--- src/rtl/decode_pkg.sv ---
// decode_pkg: shared widths, LED vector type and the selector-to-LED decode
package decode_pkg;
  localparam int SEL_W = 2;
  localparam int LED_W = 4;
  typedef logic [LED_W-1:0] led_t;
  function automatic led_t onehot_dec(input logic [SEL_W-1:0] sel);
    return led_t'(1) << sel;
  endfunction
endpackage

--- src/rtl/sync_bus.sv ---
// sync_bus: generic multi-bit flop chain for bringing an async bus into sys_clk
module sync_bus #(
  parameter int WIDTH = 2,
  parameter int STAGES = 2
) (
  input  logic             sys_clk,
  input  logic             sys_rst_n,
  input  logic [WIDTH-1:0] d,
  output logic [WIDTH-1:0] q
);
  logic [WIDTH-1:0] r [STAGES];
  always_ff @(posedge sys_clk or negedge sys_rst_n)
    if (!sys_rst_n) begin
      for (int i = 0; i < STAGES; i++) r[i] <= '0;
    end else begin
      r[0] <= d;
      for (int i = 1; i < STAGES; i++) r[i] <= r[i-1];
    end
  assign q = r[STAGES-1];
endmodule

--- src/rtl/decode_24.sv ---
// decode_24: registered 2-to-4 LED decoder behind an optional input synchronizer
module decode_24
  import decode_pkg::*;
#(
  parameter int SYNC_STAGES = 2,
  parameter bit LED_ACTIVE_LOW = 1'b0
) (
  input  logic             sys_clk,
  input  logic             sys_rst_n,
  input  logic [SEL_W-1:0] a,
  output logic [LED_W-1:0] led
);
  logic [SEL_W-1:0] s;
  if (SYNC_STAGES < 0 || SYNC_STAGES > 4) begin : g_bad_stages
    $error("decode_24: SYNC_STAGES must be within 0..4");
  end
  if (SYNC_STAGES == 0) begin : g_bypass
    assign s = a;
  end else begin : g_sync
    sync_bus #(.WIDTH(SEL_W), .STAGES(SYNC_STAGES)) u_sync (
      .sys_clk(sys_clk),
      .sys_rst_n(sys_rst_n),
      .d(a),
      .q(s)
    );
  end
  // Any 2-bit code decodes to exactly one lit LED, so intermediate codes stay one-hot
  always_ff @(posedge sys_clk or negedge sys_rst_n)
    if (!sys_rst_n) led <= {LED_W{LED_ACTIVE_LOW}};
    else led <= onehot_dec(s) ^ {LED_W{LED_ACTIVE_LOW}};
endmodule

--- config.mk ---
export PLATFORM = sky130hd
export DESIGN_NAME = decode_24
export DESIGN_NICKNAME = d
export VERILOG_FILES = /design/src/rtl/decode_pkg.sv /design/src/rtl/sync_bus.sv /design/src/rtl/decode_24.sv
export SDC_FILE = /design/constraint.sdc
export NUM_CORES = 1
export LEC_CHECK = 0
export CAP_MARGIN = 20
export CORE_AREA = 5 5 42 44
export DETAILED_ROUTE_END_ITERATION = 8
export DIE_AREA = 0 0 47 49
export GPL_TIMING_DRIVEN = 1
export PLACE_DENSITY_LB_ADDON = 0.08
export SYNTH_ARGS = -nofsm -noshare
export SYNTH_HDL_FRONTEND = slang
export SYNTH_SLANG_ARGS = --single-unit
--- constraint.sdc ---
create_clock -name sys_clk -period 1.9 [get_ports sys_clk]
set_input_delay 0.38 -clock sys_clk [delete_from_list [all_inputs] [get_ports sys_clk]]
set_output_delay 0.38 -clock sys_clk [all_outputs]
set_load 0.05 [all_outputs]
==> results_dict.tcl <==
# yosys + openroad results
set metrics [dict create \
    unrepaired_setup_endpoints_after_global_routing "false" \
    fp.coreArea_um2 1400 \
    ys_area_um2 226 \
    mi_logic_area_um2 26.3 \
    layout_min_cycle_time_ns 1.73 \
    mostFrequentLayoutCells "8 x dfrtp_1, 7 x clkdlybuf4s50_1, 3 x clkbuf_4" \
    power.share.clock 0.361 \
    grt_max_degree 9 \
    yosys_cell_types 5 \
    report.final.slew_viol_count 0 \
    worst_slew_margin_rel 0.670 \
    logic_share_of_the_area 0.0775 \
    tritoncts_clock_tree "done" \
    finalWorstSetupSlack_ns 0.166 \
    synth.cellmix.adderShare 0 \
    tritoncts_num_sinks 8 \
    drc 0 \
    io-pin-count 8 \
    seq_share_synth 0.884 \
    clockRootBuffer "clkbuf_4" \
    p_seq_mw 0.182 \
    sh_seq_area 0.590 \
    layout_inverter_count_without_the_clock_tree 0 \
    worst_hold_path.endpoint "g_sync.u_sync.q[1]$_DFF_PN0_" \
    dpl.hpwl_um 218 \
    synthesis.instances 12 \
    syn_to_final_growth_pct 49.7 \
    globalRouteMet1Util 0.0227 \
    area_share_nonclk_buffers 0.207 \
    placed_cells_incl_taps 35 \
    floorplan.die.height_um 49 \
    kind_of_critical_path "reg2out" \
    fin_setup_tns_ns 0 \
    muxShareOfSynthArea 0 \
    power_combinational_mw 0.0365 \
    critPathRequiredTime_ns 1.52 \
    layout.cells.largest_class "registers" \
    reg2reg_slack_ns 1.20 \
    power.share.sequential 0.532 \
    post_synth_and_or_nand_nor_area_fraction 0.116 \
    netlist.area_leader.share 0.884 \
    number_of_cts_inserted_buffers 3 \
    first_pass_grt_wire_length_um 386 \
    routedWlPerCell_um 7.66 \
    port_buffer_count 7 \
    signal_buffers 7 \
    post_cts_hold_buffer_count 0 \
    yosys_most_used_dff "dfrtp_1" \
    post-place-ws_ns 0.419 \
    postLayoutCellArea_um2 339 \
    post_synth.cell_area_avg_um2 18.9 \
    initialDrtViolationCount 0 \
    chip_area_um2 2300 \
    power.static_leakage_nw 0.151 \
    n_clock_buffer 3 \
    pg_clk_mw 0.124 \
    final_total_power_mw 0.343 \
    placement_rows 14 \
    finish.net_count 28 \
    drv.max_cap_violation_count 0 \
    detail-route-antenna-nets 0 \
    timing.fmax_mhz 577 \
    ff2ff_path_depth 1 \
    kind_of_cell_adding_the_most_delay_to_the_critical_path "buffers and inverters" \
    fin_util 0.242 \
    min_period_over_period 0.913 \
    worst_ep_arrival_time_ns 1.35 \
    synthAoiAreaFrac 0 \
    die_width_um 47 \
    worst_ir_drop_vdd_mv 0.319 \
    final_common_cell "dfrtp_1" \
    cts_resized 0 \
    ys_async_sr_fraction 1.00 \
    tapcell.inserted 16 \
    max-clock-path-buffers 2 \
    area_leaders "dfrtp_1 88%, and2b_2 3.9%, and2_2 3.3%" \
    first_global_vias 119 \
    htree_num_levels 1 \
    yosys.cell_count.top_type "dfrtp_1" \
    enable_flop_cells 0 \
    yosysTopAreaCell "dfrtp_1" \
    final_layout_size_suffix_gt1_frac 0.227 \
    drt-pass1-iter-count 1 \
    warning_count 26 \
    postCtsSetupRepairBufs 0 \
    p_int_mw 0.266 \
    clkSlewWorstSetupHoldPaths_ns 0.05 \
    worstReg2RegStart "g_sync.u_sync.q[1]$_DFF_PN0_" \
    crit_path_cell_trace "clkdlybuf4s50_1" \
    register_cell_area_after_layout_um2 200 \
    gr-max-usage-layer "met4" \
    regToRegEndpoint "led[2]$_DFF_PN0_" \
    finalHoldViolCount 0 \
    post_drt_via_cell_ratio 3.24 \
    multi_input_comb_cells 4 \
    power_switching_mw 0.0766 \
    hold_depth 0 \
    worst-slew-pin-transition_ns 0.494 \
    finalSetupViolCount 0 \
    ys_cells 12 \
    whs_ns 0.349 \
    hold_path_startpoint "g_sync.u_sync.r[3]$_DFF_PN0_" \
    synth.cell_area_um2 226 \
    run_status "completed" \
    floorplan.nets 16 \
    synthesis.yosys.warnings 0 \
    gr-total-overflow 0 \
    xor_share 0 \
    layout.sequential_cells 8 \
    common_cells "8 x dfrtp_1, 1 x and2_2, 1 x and2b_2, 1 x nor2_1, 1 x nor2b_1" \
]
==> worst max path at each step <==
stage	from	endpoint	slack, ns	depth (start not counted)
4_1_cts	led[0]$_DFF_PN0_	led[0]	0.14	1
3_3_place_gp	led[0]$_DFF_PN0_	led[0]	0.42	1
5_1_grt	led[1]$_DFF_PN0_	led[1]	0.12	1
6_report	led[0]$_DFF_PN0_	led[0]	0.17	1
2_1_floorplan	led[0]$_DFF_PN0_	led[0]	0.93	0
3_5_place_dp	led[0]$_DFF_PN0_	led[0]	0.42	1
==> sequential cells by signal, indices dropped and copies added (netlist names) <==
register / count
led: 4
g_sync.u_sync.q: 2
g_sync.u_sync.r: 2
==> layer usage <==
metal,vias up,share of wire
li1,58,-
met1,58,0.35
met2,7,0.46
met3,0,0.18
met4,0,0
met5,-,0
### Signal wires on met2

Scale: 10 px per µm. Cells faint in the background.
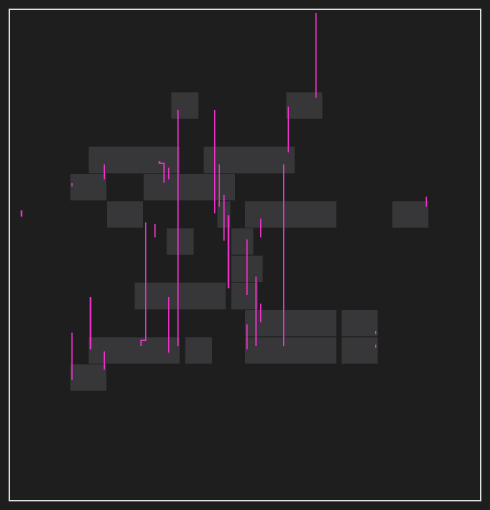
share of all routed wire: 46%
main direction: vertical
nets with wire on the layer: 23
wire length on this layer: 136 µm
longest straight run: 23.5 µm
vias after detailed routing: 123
GR Util met2: 0.0317
Total Wirelength: 291 µm

### Metal 3

Scale: 10 px per µm. Cells faint in the background.
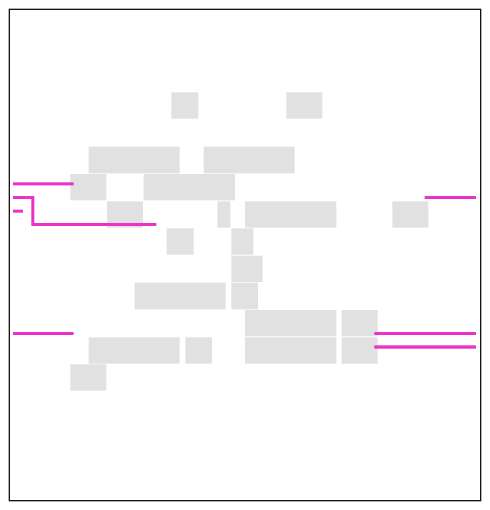
nets with wire on the layer: 7
main direction: horizontal
wire length on this layer: 53.5 µm
longest straight run: 12.2 µm
share of all routed wire: 18%
grt met3 use: 0.0221

